**src/rtl/m65c02_intc_pkg.sv**
```systemverilog
// Shared types and constants for the M65C02 peripheral interrupt controller.
package m65c02_intc_pkg;

    typedef enum logic [0:0] {
        IDLE  = 1'b0,
        ACKLO = 1'b1
    } vec_state_e;

    localparam logic [1:0] SEL_PND = 2'd0;
    localparam logic [1:0] SEL_MSK = 2'd1;
    localparam logic [1:0] SEL_ISR = 2'd2;
    localparam logic [1:0] SEL_CTL = 2'd3;

    localparam int CTL_GIE   = 0;
    localparam int CTL_SWNMI = 1;

    // One bit per implemented source; unimplemented bits stay zero.
    function automatic logic [7:0] src_mask(input int n);
        logic [7:0] m;
        m = 8'h00;
        for (int i = 0; i < 8; i++) begin
            m[i] = (i < n) ? 1'b1 : 1'b0;
        end
        return m;
    endfunction

endpackage

```
**src/rtl/m65c02_prio_enc.sv**
```systemverilog
// Lowest-index-first priority encoder with a valid flag and 3-bit index.
module m65c02_prio_enc #(
    parameter int W = 8
) (
    input  logic [W-1:0] req_i,
    output logic         valid_o,
    output logic [2:0]   idx_o
);

    // Scan from the top so the lowest set bit is the last one written.
    always_comb begin
        valid_o = 1'b0;
        idx_o   = 3'd0;
        for (int i = W - 1; i >= 0; i--) begin
            if (req_i[i]) begin
                valid_o = 1'b1;
                idx_o   = 3'(i);
            end else begin
                idx_o   = idx_o;
            end
        end
    end

endmodule

```
**src/rtl/m65c02_int_ctrl.sv**
```systemverilog
// Interrupt controller for the M65C02: edge-captured sources, nIRQ/nNMI
// generation and per-source remapping of the IRQ vector fetch.
module m65c02_int_ctrl
    import m65c02_intc_pkg::*;
#(
    parameter int          pN_SRC      = 8,
    parameter logic [15:0] pIRQ_Vector = 16'hFFFE,
    parameter logic [15:0] pVEC_BASE   = 16'hFFE0,
    parameter int          pNMI_PW     = 4
) (
    input  logic              Rst,
    input  logic              Clk,
    input  logic [pN_SRC-1:0] IntReq,
    input  logic              NMIReq,
    input  logic              CE,
    input  logic              WE,
    input  logic [1:0]        Sel,
    input  logic [7:0]        DI,
    output logic [7:0]        DO,
    input  logic              Rd,
    input  logic [15:0]       AO,
    input  logic              Brk,
    output logic [15:0]       VA,
    output logic              nIRQ,
    output logic              nNMI
);

    localparam logic [7:0]  SRC_MASK = src_mask(pN_SRC);
    localparam logic [15:0] VEC_HI   = pIRQ_Vector + 16'h0001;
    localparam logic [3:0]  NMI_PW   = 4'(pNMI_PW);

    vec_state_e  state_q, state_d;
    logic [7:0]  req_prev_q, req_prev_d;
    logic [7:0]  pnd_q, pnd_d;
    logic [7:0]  msk_q, msk_d;
    logic        gie_q, gie_d;
    logic [2:0]  idx_q, idx_d;
    logic        act_q, act_d;
    logic        nmi_prev_q, nmi_prev_d;
    logic [3:0]  nmi_cnt_q, nmi_cnt_d;
    logic        nirq_q, nirq_d;
    logic        nnmi_q, nnmi_d;

    logic [7:0]  int_req_s;
    logic [7:0]  pend_en_s;
    logic        win_vld_s;
    logic [2:0]  win_s;
    logic        req_s;
    logic        wr_s;
    logic        ack_s;
    logic        ack_done_s;
    logic [7:0]  ack_clr_s;
    logic [7:0]  w1c_s;
    logic        nmi_trig_s;

    assign int_req_s = 8'(IntReq) & SRC_MASK;
    assign pend_en_s = pnd_q & msk_q;
    assign req_s     = gie_q & win_vld_s;
    assign wr_s      = CE & WE;
    assign nIRQ      = nirq_q;
    assign nNMI      = nnmi_q;

    m65c02_prio_enc #(
        .W (8)
    ) u_prio (
        .req_i   (pend_en_s),
        .valid_o (win_vld_s),
        .idx_o   (win_s)
    );

    // Vector FSM: remaps the two-byte IRQ vector fetch to the winner's table entry.
    always_comb begin
        state_d    = state_q;
        VA         = AO;
        ack_s      = 1'b0;
        ack_done_s = 1'b0;
        case (state_q)
            IDLE: begin
                if (Rd && (AO == pIRQ_Vector) && !Brk && req_s) begin
                    ack_s   = 1'b1;
                    VA      = {pVEC_BASE[15:4], win_s, 1'b0};
                    state_d = ACKLO;
                end else begin
                    state_d = IDLE;
                end
            end
            ACKLO: begin
                if (Rd) begin
                    if (AO == VEC_HI) begin
                        VA = {pVEC_BASE[15:4], idx_q, 1'b1};
                    end else begin
                        VA = AO;
                    end
                    ack_done_s = 1'b1;
                    state_d    = IDLE;
                end else begin
                    state_d = ACKLO;
                end
            end
            default: begin
                state_d = IDLE;
            end
        endcase
    end

    // Register file, pending-bit update and NMI pulse counter next state.
    always_comb begin
        req_prev_d = int_req_s;
        nmi_prev_d = NMIReq;
        ack_clr_s  = ack_s ? (8'h01 << win_s) : 8'h00;
        w1c_s      = (wr_s && (Sel == SEL_PND)) ? DI : 8'h00;
        // A new edge overrides a same-cycle clear of the same bit.
        pnd_d      = ((pnd_q & ~(w1c_s | ack_clr_s)) | (int_req_s & ~req_prev_q)) & SRC_MASK;

        if (wr_s && (Sel == SEL_MSK)) begin
            msk_d = DI & SRC_MASK;
        end else begin
            msk_d = msk_q;
        end

        if (wr_s && (Sel == SEL_CTL)) begin
            gie_d = DI[CTL_GIE];
        end else begin
            gie_d = gie_q;
        end

        if (ack_s) begin
            idx_d = win_s;
            act_d = 1'b1;
        end else if (ack_done_s) begin
            idx_d = idx_q;
            act_d = 1'b0;
        end else begin
            idx_d = idx_q;
            act_d = act_q;
        end

        nmi_trig_s = (NMIReq & ~nmi_prev_q) | (wr_s & (Sel == SEL_CTL) & DI[CTL_SWNMI]);
        if (nmi_cnt_q != 4'd0) begin
            nmi_cnt_d = nmi_cnt_q - 4'd1;
        end else if (nmi_trig_s) begin
            nmi_cnt_d = NMI_PW;
        end else begin
            nmi_cnt_d = 4'd0;
        end

        nnmi_d = (nmi_cnt_d == 4'd0);
        nirq_d = ~req_s;
    end

    // State and register update.
    always_ff @(posedge Clk or posedge Rst) begin
        if (Rst) begin
            state_q    <= IDLE;
            req_prev_q <= 8'h00;
            pnd_q      <= 8'h00;
            msk_q      <= 8'h00;
            gie_q      <= 1'b0;
            idx_q      <= 3'd0;
            act_q      <= 1'b0;
            nmi_prev_q <= 1'b0;
            nmi_cnt_q  <= 4'd0;
            nirq_q     <= 1'b1;
            nnmi_q     <= 1'b1;
        end else begin
            state_q    <= state_d;
            req_prev_q <= req_prev_d;
            pnd_q      <= pnd_d;
            msk_q      <= msk_d;
            gie_q      <= gie_d;
            idx_q      <= idx_d;
            act_q      <= act_d;
            nmi_prev_q <= nmi_prev_d;
            nmi_cnt_q  <= nmi_cnt_d;
            nirq_q     <= nirq_d;
            nnmi_q     <= nnmi_d;
        end
    end

    // Register read mux; the bus sees zero except during a read access.
    always_comb begin
        DO = 8'h00;
        if (CE && !WE) begin
            case (Sel)
                SEL_PND: DO = pnd_q;
                SEL_MSK: DO = msk_q;
                SEL_ISR: DO = {act_q, 4'b0000, idx_q};
                SEL_CTL: DO = {7'b0000000, gie_q};
                default: DO = 8'h00;
            endcase
        end else begin
            DO = 8'h00;
        end
    end

endmodule

```
**config.mk**
```make
export PLATFORM = sky130hd
export DESIGN_NAME = m65c02_int_ctrl
export DESIGN_NICKNAME = d
export VERILOG_FILES = /design/src/rtl/m65c02_intc_pkg.sv /design/src/rtl/m65c02_prio_enc.sv /design/src/rtl/m65c02_int_ctrl.sv
export SDC_FILE = /design/constraint.sdc
export NUM_CORES = 1
export LEC_CHECK = 0
export ABC_AREA = 1
export CORE_AREA = 2 2 45 88
export CTS_CLUSTER_DIAMETER = 30
export DETAILED_ROUTE_END_ITERATION = 10
export DIE_AREA = 0 0 47 90
export DONT_BUFFER_PORTS = 1
export PLACE_DENSITY = 0.71
export SLEW_MARGIN = 30
export SYNTH_ARGS = -nofsm -noshare
export SYNTH_HDL_FRONTEND = slang
export SYNTH_SLANG_ARGS = --single-unit
```
**constraint.sdc**
```tcl
create_clock -name Clk -period 2.6 [get_ports Clk]
set_input_delay 0.65 -clock Clk [delete_from_list [all_inputs] [get_ports Clk]]
set_output_delay 0.65 -clock Clk [all_outputs]
set_load 0.01 [all_outputs]
```
run_1/io_fan.png
(6 px per µm)
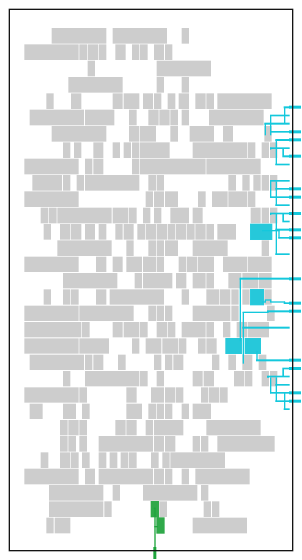
[VA] cyan | direction: output | edge: right | end cells: 4 | buffers: 0 | wire: 148 µm
[CE] green | direction: input | edge: bottom | end cells: 2 | buffers: 0 | wire: 7.20 µm
io pins: 67
PortBufs: 0

run_1/logic_types.png
(6 px per µm)
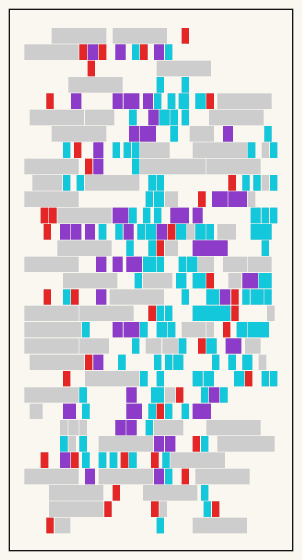
[nand cells] cyan | cells: 108 | most used: nand2_1
[aoi and oai cells] purple | cells: 46 | most used: o21ai_0
[inv cells] red | cells: 40 | most used: inv_1 | where: all over the die
logic share of the area: 40.8%
non-filler cells, final: 314
Top cell excl fill/tap: nand2_1

==> impl_metrics.yaml, run 1 <==
# synthesis and place-and-route metrics
final_layout:
  sh_seq_area_pct: 42.9
  layout-drive-gt1-share_pct: 11.7
  inv_count: 40
  most-common-layout-cells: "nand2_1, inv_1, dfrtp_1"
  fin_nets: 305
  layout.nonclk_buf_share_pct: 1.04
  seq_cells: 37
  logic_gates: 177
  fin_util_pct: 60.7
  reg_top3: "msk_q x8, pnd_q x8, req_prev_q x8"
  clk_share_pct: 5.55
  flop_area_um2: 928
  logic_area_um2: 883
  n_all_buffers: 3
  area_dominant_class: "flip-flops and latches"
  clkbuf_count: 6
  num_antenna_cells: 0
  area_delta_synth_final_pct: 7.18
  nFillCells: 349
setup_path:
  worst_ep_required_time_ns: 1.95
  critPathMostFrequentCell: "nand2_1"
  reg2reg_to: "pnd_q[7]"
  cp-startpoint: "pnd_q[0]"
  reg2reg_depth: 9
  crit_path_max_fanout: 4
  crit_end: "VA[1]"
  critPathMaxStageDelay_ns: 0.41
  regToRegStartpoint: "pnd_q[0]"
  arrival_ns: 1.76
  slowest_stage: "dfrtp_1"
  critPathBufInv: 0
  critical_path_class: "reg2out"
  start_kind: "register"
  crit_cells: 7
  critPathCaptureType: "output pin"
  rrSetupSlack_ns: 0.88
global_route:
  grt_util_met3_pct: 6.22
  grt_start_max_net_pins: 38
  grt_overflow_total: 0
  use_met2_pct: 40.6
  met1_usage_pct: 22.8
  grt_use_total_pct: 23.6
  busiest_layer: "met2"
  grt_pass1_wl_um: 7110
  grt_pass1_vias: 1664
  antenna_found_initial: 0
power:
  powerDensity_mw_per_mm2: 709
  p_seq_uw: 710
  total_power_uw: 1530
  p_leak_uw: 0.00106
  p_comb_uw: 304
  p_sw_uw: 468
  power-top-group: "sequential cells"
  p_sw_share_pct: 30.5
  pwr-share-comb_pct: 19.8
  ir_worst_vdd_mv: 0.508
clock_tree:
  root_buffer: "clkbuf_8"
  clockBufferDepth: 2
  clock-sinks: 37
  postCtsResizedCells: 0
  postCtsSetupBuffers: 0
  cts_htree_levels: 2
  cts_tree: "done"
  numCtsBuffers: 5
  cts_hold_buf: 0
sta:
  fin_crit_ns: 2.41
  whs_ns: 0.338
  post-route-period-util_pct: 92.6
  slew_viol_final: 0
  setup_viol: 0
  fmax_ghz: 0.415
  rsz0062_at_grt: "no"
  postLayoutSetupSlackWorst_ns: 0.192
  maxSlewHeadroom_pct: 69.3
  fin_setup_tns_ns: 0
yosys:
  ys_seq_share_pct: 45.9
  yosys_warnings: 0
  ys_async_sr_fraction_pct: 100
  top_area_share_pct: 43.3
  top_logic_kind: "simple AND/OR/NAND/NOR gates"
  xor_share_pct: 0
  synth-simple-area-share_pct: 30.0
  top_cell: "nand2_1"
  ys_sh_adder_pct: 0
  synthCells: 269
  flop_cell: "dfrtp_1"
  synth_cell_types: 29
  yosys_cells: 269
  syn-num-nets: 310
  edf_count: 0
  numSynthFlops: 37
  area_leaders: "dfrtp_1, nand2_1, inv_1"
  avgSynthCellArea_um2: 7.51
  ys_sh_aoi_pct: 13.7
  yosysTopAreaCell: "dfrtp_1"
  netlist_area_mm2: 0.00202
  yosysChipArea_mm2: 0.00202
  mux_share_pct: 0
  top_cells_by_count: "nand2_1, inv_1, dfrtp_1"
min_path:
  hold_class: "in2async"
drt:
  dr_wl_met3_um: 324
  routed_wl_um: 4510
  drt-initial-drc-count: 46
  viasPerCell: 5.48
  drc: 0
  met1_length_um: 1510
  vias: 1722
  route.met2.wl_um: 2500
  drt-pass1-iter-count: 4
  ant_nets: 0
  routedWlPerCell_um: 14.4
placement:
  dp.cells: 306
  place.gp.congestion: 0.888
  dpl_worst_slack_ns: 0.293
  dp_hpwl_um: 3620
  postPlaceCellArea_mm2: 0.00205
run_status:
  outcome: "finished clean"
floorplanning:
  fp.dieH_um: 90
  die_w_um: 47
  core_area_mm2: 0.00357
  taps: 49
  fp_util_pct: 56.6
  placementRows: 31
flow_run:
  drv_cap: 0
run_1/clk_routes.png
(6 px per µm)
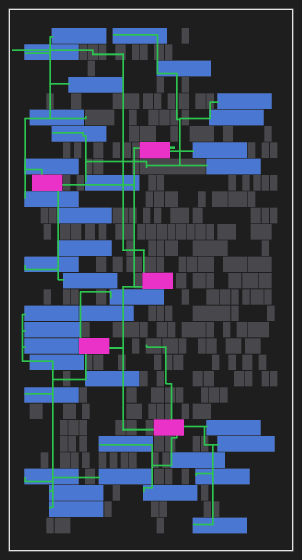
[clock wires] green | length: 487 µm
[flip-flops] blue | count: 37
[clock drivers] magenta | count: 5
flops lie: all over the die
routed clock nets: 6
part of the power in the clock network: 33.9%
clock group power: 520 µW
clock latency on the worst-skew pair: 0.29 ns
Worst Skew: 0.00377 ns

--- run 2 (diff from run 1) ---
--- a/config.mk
+++ b/config.mk
@@ -16,3 +16,4 @@
 export SYNTH_ARGS = -nofsm -noshare
 export SYNTH_HDL_FRONTEND = slang
 export SYNTH_SLANG_ARGS = --single-unit
+export TNS_END_PERCENT = 100
run_2/metal_density.png
(6 px per µm) The die is cut into 9 by 18 equal tiles; white is low, dark blue is high, scaled to the fullest tile. Values are wire area over tile area, all layers added.
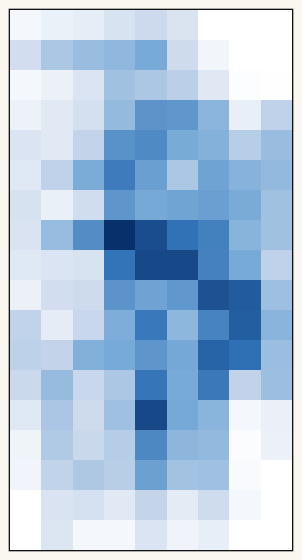
densest ninth of the die: center
nearly empty tiles: 8.0%
mean over tiles: 0.18
fullest tile: 0.53
total track usage: 23.6%
DR WL/cell: 14.4 µm
Post-Route WL: 4510 µm
vias: 1722

run_2/logic_types.png
(6 px per µm)
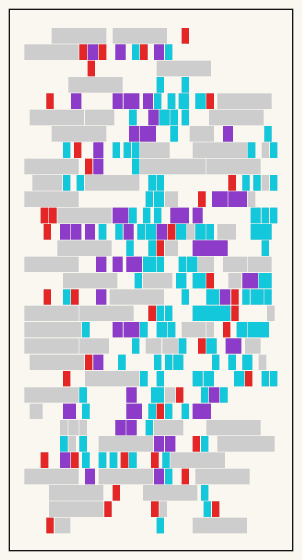
[nand cells] cyan | cells: 108 | most used: nand2_1
[inv cells] red | cells: 40 | most used: inv_1 | where: all over the die
[aoi and oai cells] purple | cells: 46 | most used: o21ai_0

==> impl_metrics.yaml, run 2 <==
# synthesis and place-and-route metrics
run_status:
  outcome: "finished clean"
clock_tree:
  root_buffer: "clkbuf_8"
  clk_latency_ns: 0.29
  numCtsBuffers: 5
  postCtsResizedCells: 0
  clockBufferDepth: 2
  cts_htree_levels: 2
  cts_tree: "done"
  cts_hold_buf: 0
  postCtsSetupBuffers: 0
final_layout:
  fin_util_pct: 60.7
  sh_seq_area_pct: 42.9
  comb_share_pct: 40.8
  lay_top_count: "nand2_1"
  stdcell_count: 314
  layout-drive-gt1-share_pct: 11.7
  logic_area_um2: 883
  nFillCells: 349
  area_delta_synth_final_pct: 7.18
  fin_nets: 305
  reg_top3: "msk_q x8, pnd_q x8, req_prev_q x8"
  most-common-layout-cells: "nand2_1, inv_1, dfrtp_1"
  flop_area_um2: 928
  area_dominant_class: "flip-flops and latches"
  layout.nonclk_buf_share_pct: 1.04
  seq_cells: 37
  clk_share_pct: 5.55
  n_all_buffers: 3
  clkbuf_count: 6
  inv_count: 40
placement:
  dp.cells: 306
  postPlaceCellArea_mm2: 0.00205
  portBuffers: 0
  dp_hpwl_um: 3620
  dpl_worst_slack_ns: 0.293
  place.gp.congestion: 0.888
power:
  pwr-share-comb_pct: 19.8
  power-top-group: "sequential cells"
  clockNetworkPower_uw: 520
  power_frac_clock_pct: 33.9
  p_sw_uw: 468
  powerDensity_mw_per_mm2: 709
  total_power_uw: 1530
  p_sw_share_pct: 30.5
  p_seq_uw: 710
  p_leak_uw: 0.00106
  ir_worst_vdd_mv: 0.508
  p_comb_uw: 304
setup_path:
  slowest_stage: "dfrtp_1"
  critical_path_class: "reg2out"
  crit_end: "VA[1]"
  critPathMostFrequentCell: "nand2_1"
  worst_ep_required_time_ns: 1.95
  start_kind: "register"
  crit_cells: 7
  critPathMaxStageDelay_ns: 0.41
  regToRegStartpoint: "pnd_q[0]"
  critPathCaptureType: "output pin"
  reg2reg_to: "pnd_q[7]"
  critPathBufInv: 0
  arrival_ns: 1.76
  rrSetupSlack_ns: 0.88
  cp-startpoint: "pnd_q[0]"
  reg2reg_depth: 9
yosys:
  top_cell: "nand2_1"
  flop_cell: "dfrtp_1"
  top_cells_by_count: "nand2_1, inv_1, dfrtp_1"
  yosysChipArea_mm2: 0.00202
  synth-simple-area-share_pct: 30.0
  synthCells: 269
  ys_async_sr_fraction_pct: 100
  netlist_area_mm2: 0.00202
  avgSynthCellArea_um2: 7.51
  syn-num-nets: 310
  mux_share_pct: 0
  ys_seq_share_pct: 45.9
  ys_sh_adder_pct: 0
  yosys_warnings: 0
  numSynthFlops: 37
  area_leaders: "dfrtp_1, nand2_1, inv_1"
  top_area_share_pct: 43.3
  synth_cell_types: 29
  yosysTopAreaCell: "dfrtp_1"
  edf_count: 0
  yosys_cells: 269
  top_logic_kind: "simple AND/OR/NAND/NOR gates"
  xor_share_pct: 0
  ys_sh_aoi_pct: 13.7
sta:
  fin_crit_ns: 2.41
  fin_setup_tns_ns: 0
  clock_skew_ns: 0.00377
  postLayoutSetupSlackWorst_ns: 0.192
  maxSlewHeadroom_pct: 69.3
  rsz0062_at_grt: "no"
  setup_viol: 0
  fmax_ghz: 0.415
  slew_viol_final: 0
  whs_ns: 0.338
  hold_viol_final: 0
global_route:
  antenna_found_initial: 0
  grt_pass1_vias: 1664
  met1_usage_pct: 22.8
  grt_start_max_net_pins: 38
  busiest_layer: "met2"
  grt_pass1_wl_um: 7110
  grt_util_met3_pct: 6.22
  use_met2_pct: 40.6
  grt_overflow_total: 0
drt:
  drc: 0
  drt-initial-drc-count: 46
  dr_wl_met3_um: 324
  ant_nets: 0
  route.met2.wl_um: 2500
  met1_length_um: 1510
  viasPerCell: 5.48
  drt-pass1-iter-count: 4
floorplanning:
  pin_count: 67
  fp_util_pct: 56.6
  die_w_um: 47
  placementRows: 31
  taps: 49
  core_area_mm2: 0.00357
  fp.dieH_um: 90
min_path:
  hold_class: "in2async"
flow_run:
  drv_cap: 0
Power and IR drop assume default switching activity.
